### config.mk
export PLATFORM = sky130hd
export DESIGN_NAME = matdet5_seq
export DESIGN_NICKNAME = d
export VERILOG_FILES = /design/src/rtl/matdet5_seq.sv
export SDC_FILE = /design/constraint.sdc
export NUM_CORES = 2
export LEC_CHECK = 0
export ABC_AREA = 1
export CAP_MARGIN = 20
export CORE_MARGIN = 10
export CORE_UTILIZATION = 61
export DETAILED_ROUTE_END_ITERATION = 8
export GPL_TIMING_DRIVEN = 0
export HOLD_SLACK_MARGIN = 0.06
export PLACE_DENSITY = 0.9
export SLEW_MARGIN = 20
export SYNTH_ARGS = -nofsm -noshare
export SYNTH_HDL_FRONTEND = slang
export SYNTH_HIERARCHICAL = 1
export SYNTH_SLANG_ARGS = --single-unit
### constraint.sdc
create_clock -name clk -period 21.9 [get_ports clk]
set_clock_uncertainty 0.05 [all_clocks]
set_input_delay 4.38 -clock clk [delete_from_list [all_inputs] [get_ports clk]]
set_output_delay 4.38 -clock clk [all_outputs]
set_load 0.005 [all_outputs]
### src/rtl/matdet5_seq.sv
// ---------------------------------------------------------------------------
// matdet5_seq
// Sequential 5x5 determinant, modulo 2^DATA_WIDTH. The determinant is expanded
// along row 0. One 4x4 determinant block and one multiplier are shared across
// five CALC cycles, one cofactor per cycle.
//
// Ports
//   clk        rising-edge clock
//   rst        synchronous active-high reset
//   in_valid   a holds a matrix to be evaluated
//   in_ready   block can accept a matrix (state IDLE)
//   a          row-major 5x5 matrix, element (r,c) at [(5r+c)*DATA_WIDTH +: DATA_WIDTH]
//   out_valid  det holds a completed result (state DONE)
//   out_ready  consumer takes det this cycle
//   det        determinant modulo 2^DATA_WIDTH
//   busy       high in every state except IDLE
// ---------------------------------------------------------------------------

// Wrapping DATA_WIDTH x DATA_WIDTH multiplier. Only the low product bits are kept.
module matdet5_mul #(
   parameter int DATA_WIDTH = 8
) (
   input  logic [DATA_WIDTH-1:0] i_a,
   input  logic [DATA_WIDTH-1:0] i_b,
   output logic [DATA_WIDTH-1:0] o_p
);
   assign o_p = i_a * i_b;
endmodule

// Combinational 4x4 determinant, modulo 2^DATA_WIDTH.
// The input is a row-major 4x4 matrix with element (r,c) at [(4r+c)*DATA_WIDTH].
module matdet5_det4 #(
   parameter int DATA_WIDTH = 8
) (
   input  logic [16*DATA_WIDTH-1:0] i_m,
   output logic [DATA_WIDTH-1:0]    o_det
);
   logic [DATA_WIDTH-1:0] w_e [16];
   logic [DATA_WIDTH-1:0] w_c0, w_c1, w_c2, w_c3;

   function automatic logic [DATA_WIDTH-1:0] f_det3(
      input logic [DATA_WIDTH-1:0] a0, input logic [DATA_WIDTH-1:0] a1,
      input logic [DATA_WIDTH-1:0] a2, input logic [DATA_WIDTH-1:0] a3,
      input logic [DATA_WIDTH-1:0] a4, input logic [DATA_WIDTH-1:0] a5,
      input logic [DATA_WIDTH-1:0] a6, input logic [DATA_WIDTH-1:0] a7,
      input logic [DATA_WIDTH-1:0] a8);
      return a0 * (a4 * a8 - a5 * a7)
           - a1 * (a3 * a8 - a5 * a6)
           + a2 * (a3 * a7 - a4 * a6);
   endfunction

   always_comb begin
      for (int i = 0; i < 16; i++) begin
         w_e[i] = i_m[i*DATA_WIDTH +: DATA_WIDTH];
      end
   end

   // 3x3 minors of row 0, column j removed from rows 1..3
   assign w_c0 = f_det3(w_e[5], w_e[6], w_e[7],  w_e[9], w_e[10], w_e[11], w_e[13], w_e[14], w_e[15]);
   assign w_c1 = f_det3(w_e[4], w_e[6], w_e[7],  w_e[8], w_e[10], w_e[11], w_e[12], w_e[14], w_e[15]);
   assign w_c2 = f_det3(w_e[4], w_e[5], w_e[7],  w_e[8], w_e[9],  w_e[11], w_e[12], w_e[13], w_e[15]);
   assign w_c3 = f_det3(w_e[4], w_e[5], w_e[6],  w_e[8], w_e[9],  w_e[10], w_e[12], w_e[13], w_e[14]);

   assign o_det = w_e[0] * w_c0 - w_e[1] * w_c1 + w_e[2] * w_c2 - w_e[3] * w_c3;
endmodule

module matdet5_seq #(
   parameter int DATA_WIDTH  = 8,
   parameter int MATRIX_SIZE = 25
) (
   input  logic                              clk,
   input  logic                              rst,
   input  logic                              in_valid,
   output logic                              in_ready,
   input  logic [MATRIX_SIZE*DATA_WIDTH-1:0] a,
   output logic                              out_valid,
   input  logic                              out_ready,
   output logic [DATA_WIDTH-1:0]             det,
   output logic                              busy
);
   typedef enum logic [1:0] {
      IDLE = 2'd0,
      CALC = 2'd1,
      DONE = 2'd2
   } state_t;

   state_t                            r_state;
   state_t                            w_state_nxt;
   logic [MATRIX_SIZE*DATA_WIDTH-1:0] r_mat;
   logic [2:0]                        r_col;
   logic [DATA_WIDTH-1:0]             r_acc;
   logic [DATA_WIDTH-1:0]             r_det;

   logic [16*DATA_WIDTH-1:0]          w_minor;
   logic [DATA_WIDTH-1:0]             w_pivot;
   logic [DATA_WIDTH-1:0]             w_det4;
   logic [DATA_WIDTH-1:0]             w_term;
   logic [DATA_WIDTH-1:0]             w_acc_nxt;

   // Minor of row 0 / column r_col. Columns left of r_col keep their position,
   // columns right of it shift left by one.
   always_comb begin
      w_minor = '0;
      for (int r = 1; r < 5; r++) begin
         for (int c = 0; c < 4; c++) begin
            w_minor[((r-1)*4+c)*DATA_WIDTH +: DATA_WIDTH] =
               r_mat[(5*r + ((c < int'(r_col)) ? c : c + 1))*DATA_WIDTH +: DATA_WIDTH];
         end
      end
   end

   assign w_pivot = r_mat[int'(r_col)*DATA_WIDTH +: DATA_WIDTH];

   matdet5_det4 #(.DATA_WIDTH(DATA_WIDTH)) u_det4 (
      .i_m   (w_minor),
      .o_det (w_det4)
   );

   matdet5_mul #(.DATA_WIDTH(DATA_WIDTH)) u_mul (
      .i_a (w_pivot),
      .i_b (w_det4),
      .o_p (w_term)
   );

   // Cofactor signs alternate +,-,+,-,+ with the column index
   assign w_acc_nxt = r_col[0] ? (r_acc - w_term) : (r_acc + w_term);

   always_ff @(posedge clk) begin
      if (rst) begin
         r_state <= IDLE;
      end else begin
         r_state <= w_state_nxt;
      end
   end

   always_comb begin
      w_state_nxt = r_state;
      unique case (r_state)
         IDLE:    if (in_valid)        w_state_nxt = CALC;
         CALC:    if (r_col == 3'd4)   w_state_nxt = DONE;
         DONE:    if (out_ready)       w_state_nxt = IDLE;
         default:                      w_state_nxt = IDLE;
      endcase
   end

   always_ff @(posedge clk) begin
      if (rst) begin
         r_col <= 3'd0;
         r_acc <= '0;
         r_det <= '0;
      end else begin
         case (r_state)
            IDLE: begin
               if (in_valid) begin
                  r_mat <= a;
                  r_acc <= '0;
                  r_col <= 3'd0;
               end
            end
            CALC: begin
               r_acc <= w_acc_nxt;
               r_col <= r_col + 3'd1;
               if (r_col == 3'd4) begin
                  r_det <= w_acc_nxt;
               end
            end
            default: ;
         endcase
      end
   end

   assign in_ready  = (r_state == IDLE);
   assign out_valid = (r_state == DONE);
   assign busy      = (r_state != IDLE);
   assign det       = r_det;
endmodule
==> run summary <==
flow finished, numbers: status=complete, no violations, Worst-path clk slew=0.07 ns, fp util=61.76%, initial antenna violation count=5, Setup crit start kind=flop, final setup violation count=0, slowest stage cell, crit path=o21ai_0, drt pass-1 iters=7, met1 GRT Util=42.82%, Slew HR=12.60%, Hold Startpoint=r_acc[0], CTS-repair resized insts=0, Iteration-0 DRC Markers=4765, FF-to-FF Start=r_col[1], # rows=95, Top cell excl fill/tap=nand2_1, Synth cell types=48, nets@finish=7098, Via density=5.629, most used flip-flop cell=edfxtp_1, Fin Setup TNS=0 ns, Crit path max-delay family=adder cells, slew of the pin with the lowest slew margin=1.302 ns, CP Class=reg2reg, Clock Root Buffer=clkbuf_16, Top Layout Cells=nand2_1, inv_1, fa_1, CP startpoint=r_col[1], setup bufs post-CTS=0, EDFF count, synth=200, Synth Warn #=6, overflow left after global routing=0, f_max=47.31 MHz, worst skew pair latency=0.53 ns, Top-area cell share=24.10%, CTS tree=yes, Max clock buf depth=3, crit-path most repeated cell=fa_1, FFs w/ async S/R, synth=0%, Floorplan Nets=6853, arrival time at the worst endpoint=21.51 ns, synthesized area per cell=7.377 µm², DP Wirelength=114.1 mm, worst min path class=reg2reg, I/O Pins=215, hold_buf cts=0, gr busiest metal=met2, final hold viol count=0, biggest area cells=fa_1, nand2_1, ha_1
[metal layers]
metal  up-vias  wire length (µm)
li1      17048                 -
met1     17772             48680
met2      2734             60980
met3       645             21650
met4         6              9084
met5         -                48
[worst reg2reg max path: cells and delay by family (launching register included)]
family	cells	cell delay, ns
compound gates	6	2.00
flops	1	0.37
fa+ha+maj	30	13.64
simple gates	13	1.24
buf+inv	21	2.71
xor+xnor	4	1.01
[metrics by stage]
step                worst slack, ns  util [%]  instances  cell area, µm²
floorplan                     3.930         -       5652           41700
finish                       0.7622     67.75       6787           45740
detailed placement            1.342     66.83       6749           45120
global route                 0.1215     67.75       6785           45740
CTS                           1.219     67.73       6783           45730
global placement              1.759     66.55       6739           44930
[cell type report]
cell class / instances / area, µm²
plain buffers: 204 / 969.7
repair buffers: 224 / 2327
fillers: 5346 / 21770
multi-input cells: 3671 / 28470
diodes: 4 / 10.01
clock inverters: 13 / 120.1
flip-flops and latches: 221 / 6426
inverters: 1556 / 5843
clock buffers: 21 / 483.0
well taps: 873 / 1092
[Yosys cell counts (11+ instances only)]
cell	count
o21ai_1	59
fa_1	502
nand3_1	221
a21oi_1	62
clkbuf_1	91
o21ai_0	116
nand2_1	1712
buf_2	64
xor2_1	129
nand3b_1	32
buf_1	14
inv_2	12
xnor2_1	105
nand4_1	26
dfxtp_1	21
inv_1	1540
edfxtp_1	200
nand2_2	11
buf_4	22
nor2_1	149
ha_1	495
[cells by family (layout without fill, tap and decap cells)]
family                     count (synthesis)  count (layout)  share of synthesized area, %
AOI/OAI and AO/OA                        263             263                         3.298
xor gates and xnor gates                 235             235                         4.969
adders and majority gates                997             997                         38.96
buffers and inverters                   1760            2018                         16.34
DFF                                      221             221                         15.41
muxes                                      1               1                       0.02700
other                                      0               4                             0
and+or+nand+nor                         2175            2175                         21.00
[path summary, 6_finish.rpt]
path,to,slack [ns],depth (start not counted)
max reg2reg,det[7],0.76,74
min,r_acc[0],0.42,2
min reg2reg,r_acc[0],0.42,2
max,det[7],0.76,74
[state kept, by name (all words and copies together) (netlist names)]
signal / flops
det: 8
r_acc: 8
r_state: 2
r_mat: 200
r_col: 3
io_placement.png
Drawn at 1.5 px/µm. Pins as bars across the die edge, other pins in gray.
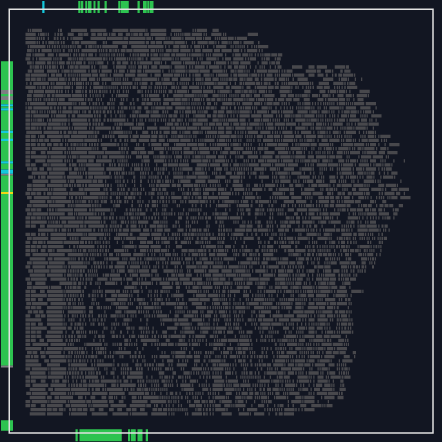
[yellow] out_valid | pins: 1 | direction: output | edge: left
[green] a | pins: 200 | direction: input | edge: 141 left, 39 bottom, 20 top
[cyan] det | pins: 8 | direction: output | edge: 7 left, 1 top
all pins by edge: 155 left, 39 bottom, 21 top
overall die width: 281.4 µm
die height: 281.4 µm
IO Port Bufs: 214

layer_met2.png
Drawn at 1.5 px/µm.
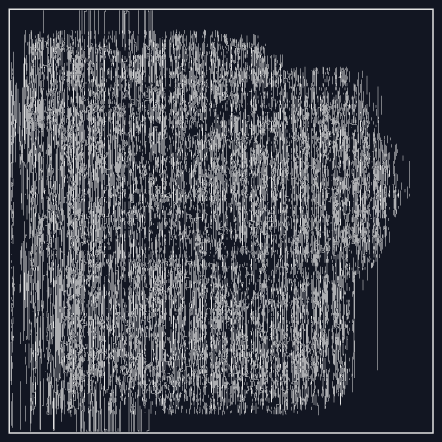
wire length on this layer: 61.0 mm
share of all routed wire: 43%
met2 usage: 55.89%
via count: 38205

by_instance.png
Drawn at 1 px/µm. Other cells in gray.
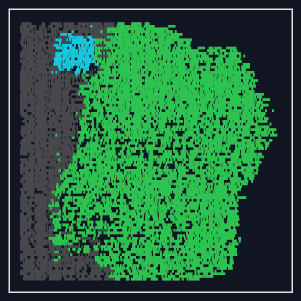
[cyan] u_mul | cells: 174 | where: upper left
[green] u_det4 | cells: 4612
Core Util, Final: 67.75%
final cell count without fillers: 6787
DIE AREA: 79210 µm²

wires.png
Drawn at 1 px/µm. Two of the layers only.
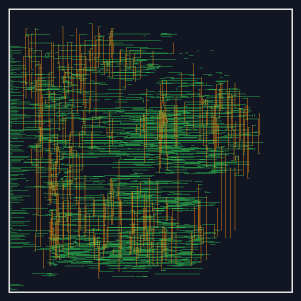
[orange] metal 4 | wire length: 9080 µm
[green] metal 3 | wire length: 21.7 mm
gr usage total: 35.58%
DR WL/cell: 20.69 µm
Routed WL: 140.4 mm

placement.png
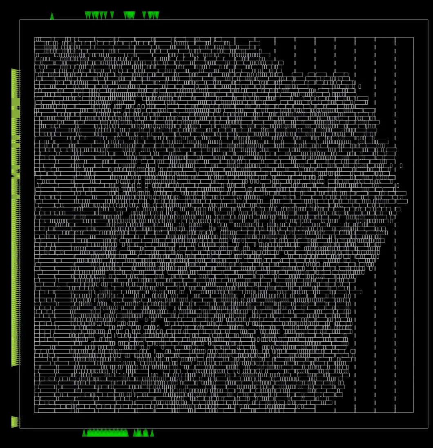
area of the core: 67510 µm²
Flops: 221
filler instances: 5346

